==> images/congestion_map.png <==
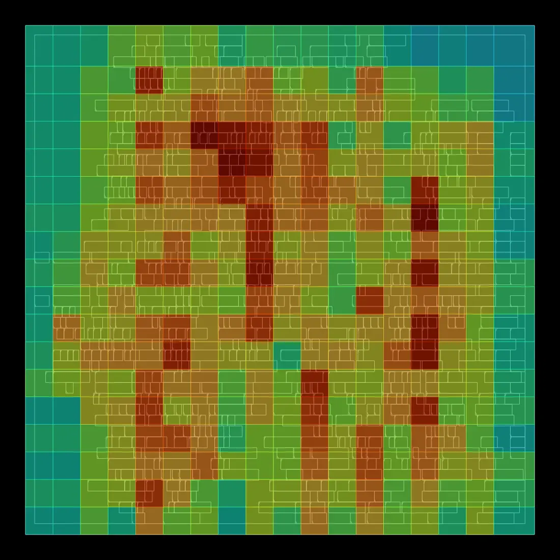
==> images/gates.png <==
Bar = 50 microns.
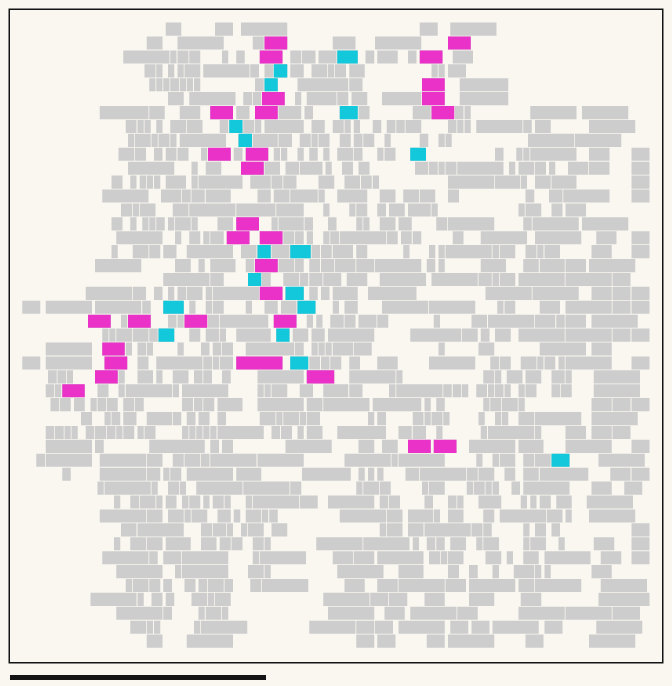
==> images/sizing.png <==
Bar = 50 microns.
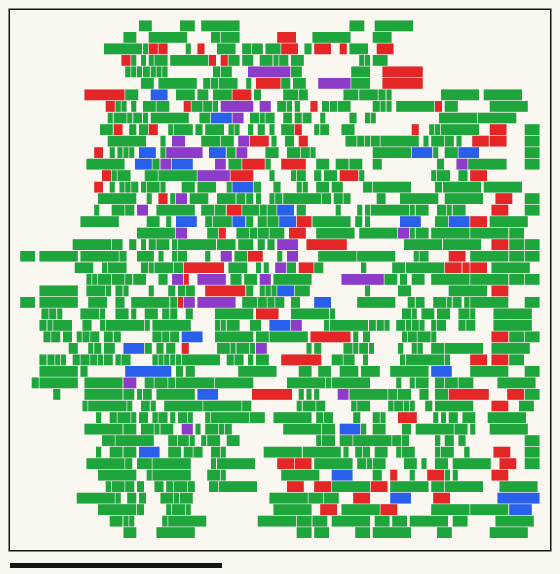
==> images/class_map.png <==
Bar = 50 microns.
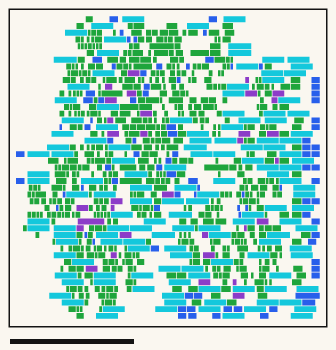
$ cat src/rtl/ir_pkg.sv
// Shared types and encodings for the IR burst transmitter / pulse-width receiver.
package ir_pkg;

  typedef enum logic [1:0] {TX_IDLE, TX_ON, TX_OFF} tx_state_t;

  localparam logic [1:0] MODE_DIV0 = 2'd0;
  localparam logic [1:0] MODE_DIV1 = 2'd1;
  localparam logic [1:0] MODE_DIV2 = 2'd2;
  localparam logic [1:0] MODE_MUTE = 2'd3;

  // Idle level of the active-low receiver line; also the LED's "short pulse" level.
  localparam logic RX_IDLE = 1'b1;

endpackage

$ cat src/rtl/ir_pulse_meter.sv
// RX side: synchronises the receiver pin and measures each low pulse in clk cycles,
// flagging pulses longer than WIDTH_TH by driving led low.
module ir_pulse_meter
  import ir_pkg::*;
#(
  parameter int CNT_W    = 32,
  parameter int WIDTH_TH = 540
) (
  input  logic             clk,
  input  logic             rst,
  input  logic             rx_in,
  output logic [CNT_W-1:0] pulse_width,
  output logic             width_valid,
  output logic             led
);

  localparam logic [CNT_W-1:0] CNT_MAX = '1;
  localparam logic [CNT_W-1:0] TH      = CNT_W'(WIDTH_TH);

  logic             rx_p0;
  logic             rx_p1;
  logic             rx_p2;
  logic             fall;
  logic             rise;
  logic [CNT_W-1:0] cnt;

  // rx_p1 is the synchronised line; rx_p2 is its one-cycle history for edge detection.
  assign fall = rx_p2 & ~rx_p1;
  assign rise = ~rx_p2 & rx_p1;

  always_ff @(posedge clk or negedge rst) begin
    if (!rst) begin
      rx_p0       <= RX_IDLE;
      rx_p1       <= RX_IDLE;
      rx_p2       <= RX_IDLE;
      cnt         <= '0;
      pulse_width <= '0;
      width_valid <= 1'b0;
      led         <= RX_IDLE;
    end else begin
      rx_p0       <= rx_in;
      rx_p1       <= rx_p0;
      rx_p2       <= rx_p1;
      width_valid <= rise;
      // The first low cycle loads 1 so the captured count equals the number of low cycles.
      if (fall) begin
        cnt <= CNT_W'(1);
      end else if (rise) begin
        cnt <= '0;
      end else if (!rx_p1 && cnt != CNT_MAX) begin
        cnt <= cnt + CNT_W'(1);
      end
      if (rise) begin
        pulse_width <= cnt;
        led         <= !(cnt > TH);
      end
    end
  end

endmodule

$ cat src/rtl/ir_burst_txrx.sv
// IR link front end: gated square-wave carrier bursts on tx_out and low-pulse width
// measurement of the demodulated receiver on the RX side.
module ir_burst_txrx
  import ir_pkg::*;
#(
  parameter int CNT_W     = 32,
  parameter int DIV_W     = 16,
  parameter int DIV0      = 800,
  parameter int DIV1      = 600,
  parameter int DIV2      = 400,
  parameter int BURST_ON  = 27000000,
  parameter int BURST_OFF = 27000000,
  parameter int WIDTH_TH  = 540
) (
  input  logic             clk,
  input  logic             rst,
  input  logic             tx_en,
  input  logic [1:0]       mode,
  input  logic             rx_in,
  output logic             tx_out,
  output logic             burst_active,
  output logic [CNT_W-1:0] pulse_width,
  output logic             width_valid,
  output logic             led
);

  localparam logic [CNT_W-1:0] ON_LAST  = CNT_W'(BURST_ON - 1);
  localparam logic [CNT_W-1:0] OFF_LAST = CNT_W'(BURST_OFF - 1);

  tx_state_t        state;
  logic [DIV_W-1:0] c;
  logic [CNT_W-1:0] b;
  logic [DIV_W-1:0] cur_div;
  logic             cur_mute;
  logic [DIV_W-1:0] div_now;
  logic             mute_now;
  logic             last_c;

  // mode only takes effect at the start of a carrier period; mid-period the latched values hold.
  always_comb begin
    div_now  = cur_div;
    mute_now = cur_mute;
    if (c == '0) begin
      mute_now = (mode == MODE_MUTE);
      case (mode)
        MODE_DIV1: div_now = DIV_W'(DIV1);
        MODE_DIV2: div_now = DIV_W'(DIV2);
        default:   div_now = DIV_W'(DIV0);
      endcase
    end
  end

  assign last_c = (c == div_now - DIV_W'(1));

  // Outputs are registered from the current state/counter, so tx_out and burst_active
  // share the same one-cycle lag and stay mutually aligned.
  always_ff @(posedge clk or negedge rst) begin
    if (!rst) begin
      state        <= TX_IDLE;
      c            <= '0;
      b            <= '0;
      cur_div      <= DIV_W'(DIV0);
      cur_mute     <= 1'b0;
      tx_out       <= 1'b0;
      burst_active <= 1'b0;
    end else begin
      tx_out       <= 1'b0;
      burst_active <= 1'b0;
      unique case (state)
        TX_IDLE: begin
          c <= '0;
          b <= '0;
          if (tx_en) state <= TX_ON;
        end
        TX_ON: begin
          burst_active <= 1'b1;
          tx_out       <= !mute_now && (c < (div_now >> 1));
          cur_div      <= div_now;
          cur_mute     <= mute_now;
          c            <= last_c ? '0 : c + DIV_W'(1);
          b            <= b + CNT_W'(1);
          if (b == ON_LAST) begin
            state <= TX_OFF;
            b     <= '0;
            c     <= '0;
          end else if (last_c && !tx_en) begin
            // Dropping tx_en waits for the period boundary so no runt pulse is emitted.
            state <= TX_IDLE;
          end
        end
        TX_OFF: begin
          b <= b + CNT_W'(1);
          if (b == OFF_LAST) begin
            b     <= '0;
            c     <= '0;
            state <= tx_en ? TX_ON : TX_IDLE;
          end
        end
        default: state <= TX_IDLE;
      endcase
    end
  end

  ir_pulse_meter #(
    .CNT_W    (CNT_W),
    .WIDTH_TH (WIDTH_TH)
  ) u_meter (
    .clk         (clk),
    .rst         (rst),
    .rx_in       (rx_in),
    .pulse_width (pulse_width),
    .width_valid (width_valid),
    .led         (led)
  );

endmodule
$ cat config.mk
export PLATFORM = sky130hd
export DESIGN_NAME = ir_burst_txrx
export DESIGN_NICKNAME = d
export VERILOG_FILES = /design/src/rtl/ir_pkg.sv /design/src/rtl/ir_pulse_meter.sv /design/src/rtl/ir_burst_txrx.sv
export SDC_FILE = /design/constraint.sdc
export NUM_CORES = 1
export LEC_CHECK = 0
export ABC_CLOCK_PERIOD_IN_PS = 3630
export CAP_MARGIN = 20
export CORE_MARGIN = 2
export CORE_UTILIZATION = 50
export CTS_BUF_LIST = sky130_fd_sc_hd__clkbuf_8
export DETAILED_ROUTE_END_ITERATION = 10
export GPL_TIMING_DRIVEN = 0
export PLACE_DENSITY = 0.71
export SLEW_MARGIN = 20
export SYNTH_ARGS = -nofsm -noshare
export SYNTH_HDL_FRONTEND = slang
export SYNTH_SLANG_ARGS = --single-unit
export TNS_END_PERCENT = 100
$ cat constraint.sdc
create_clock -name clk -period 3.63 [get_ports clk]
set_input_delay 0.726 -clock clk [delete_from_list [all_inputs] [get_ports clk]]
set_output_delay 0.726 -clock clk [all_outputs]
set_load 0.01 [all_outputs]
==> Changelog: implementation <==
### Physical design

* Hold_ws at 166.1 ps
* Top Layout Cells: dfrtp_1 (128), nor2_1 (86), nand2_1 (75), xor2_1 (50), clkdlybuf4s50_1 (40)
* Status: complete, no violations
* Non-clk invs at 23
* Setup CP Type: flip-flop to flip-flop
* Fillers at 1222
* Die x size at 127.5 microns
* Cell with the most instances on the worst path: nand4_1
* Count of library flops with an enable pin at 0
* Detailed Routing Iterations Pass 1 at 7
* Antenna violations before repair at 0
* Design Power at 4.324 mW
* Final Setup Violations at 0
* Top cells by area: dfrtp_1 (43%), xor2_1 (5.9%), ha_1 (4.9%), mux2_2 (4.9%), nor2_1 (4.2%)
* Area leader share at 42.99%
* Seq pwr at 1.75 mW
* P_int at 2.754 mW
* Slew headroom at 52.10%
* Post-synthesis adder-cell area fraction at 4.922%
* Clk slew on worst S/H paths at 80 ps
* Mux cell area share after synthesis at 5.398%
* Drt via density at 5.877
* # diodes at 0
* Detail Route Antenna Nets at 0
* Delay-heaviest family, CP: simple AND/OR/NAND/NOR gates
Notes on congestion_map.png above:
global-route met3 utilization: 4.271%
Top Usage Layer GRT: met2
WL per Instance: 16.89 microns

Notes on gates.png above:
non-inverting ao/oa cells: shown in cyan, cells 17. fa/ha/maj cells: shown in magenta, cells 30.
logic share of the area: 45.05%
most numerous logic cell after layout: dfrtp_1
Non-Filler Instances: 1048

Notes on sizing.png above:
x6 and larger: shown in blue, cells 29. x1 and smaller: shown in green, cells 715. x3 and x4: shown in purple, cells 32. x2: shown in red, cells 84.
Non-clock buffers: 89
Area Growth Syn to Fin: 16.77%
fin area: 8905 sq um
Final Worst Setup Slack: 90.87 ps

Notes on class_map.png above:
remaining buffers and delay cells: shown in blue, cells 89, share of their area 8.6%. registers: shown in cyan, cells 138, share of their area 40%. remaining logic cells: shown in green, cells 601, share of their area 47%. clock drivers and dummy loads: shown in purple, cells 32, share of their area 4.2%.
final core occ: 59.23%
Seq/total area: 38.92%

## final timing paths
kind	start	end	slack, ps	cells after the start
worst max-delay path	c[5]	c[15]	90	16
max in group asynchronous	rst	u_meter.rx_p1	2690	2
worst max register to register	c[5]	c[15]	90	16
min in group clk	u_meter.rx_p0	u_meter.rx_p1	360	0
worst min-delay path	rst	u_meter.pulse_width[13]	170	1
worst min register to register	u_meter.rx_p0	u_meter.rx_p1	360	0
## timing repair
| action | in CTS | in global routing |
|---|---|---|
| cloned | 2 | 0 |
| setup buffers | 13 | 2 |
| hold endpoints to repair | 0 | 0 |
| resized | 16 | 6 |
| endpoints found under the setup margin | 18 | 18 |
| pin swaps | 9 | 8 |
Power is estimated from default activity; no workload was simulated.
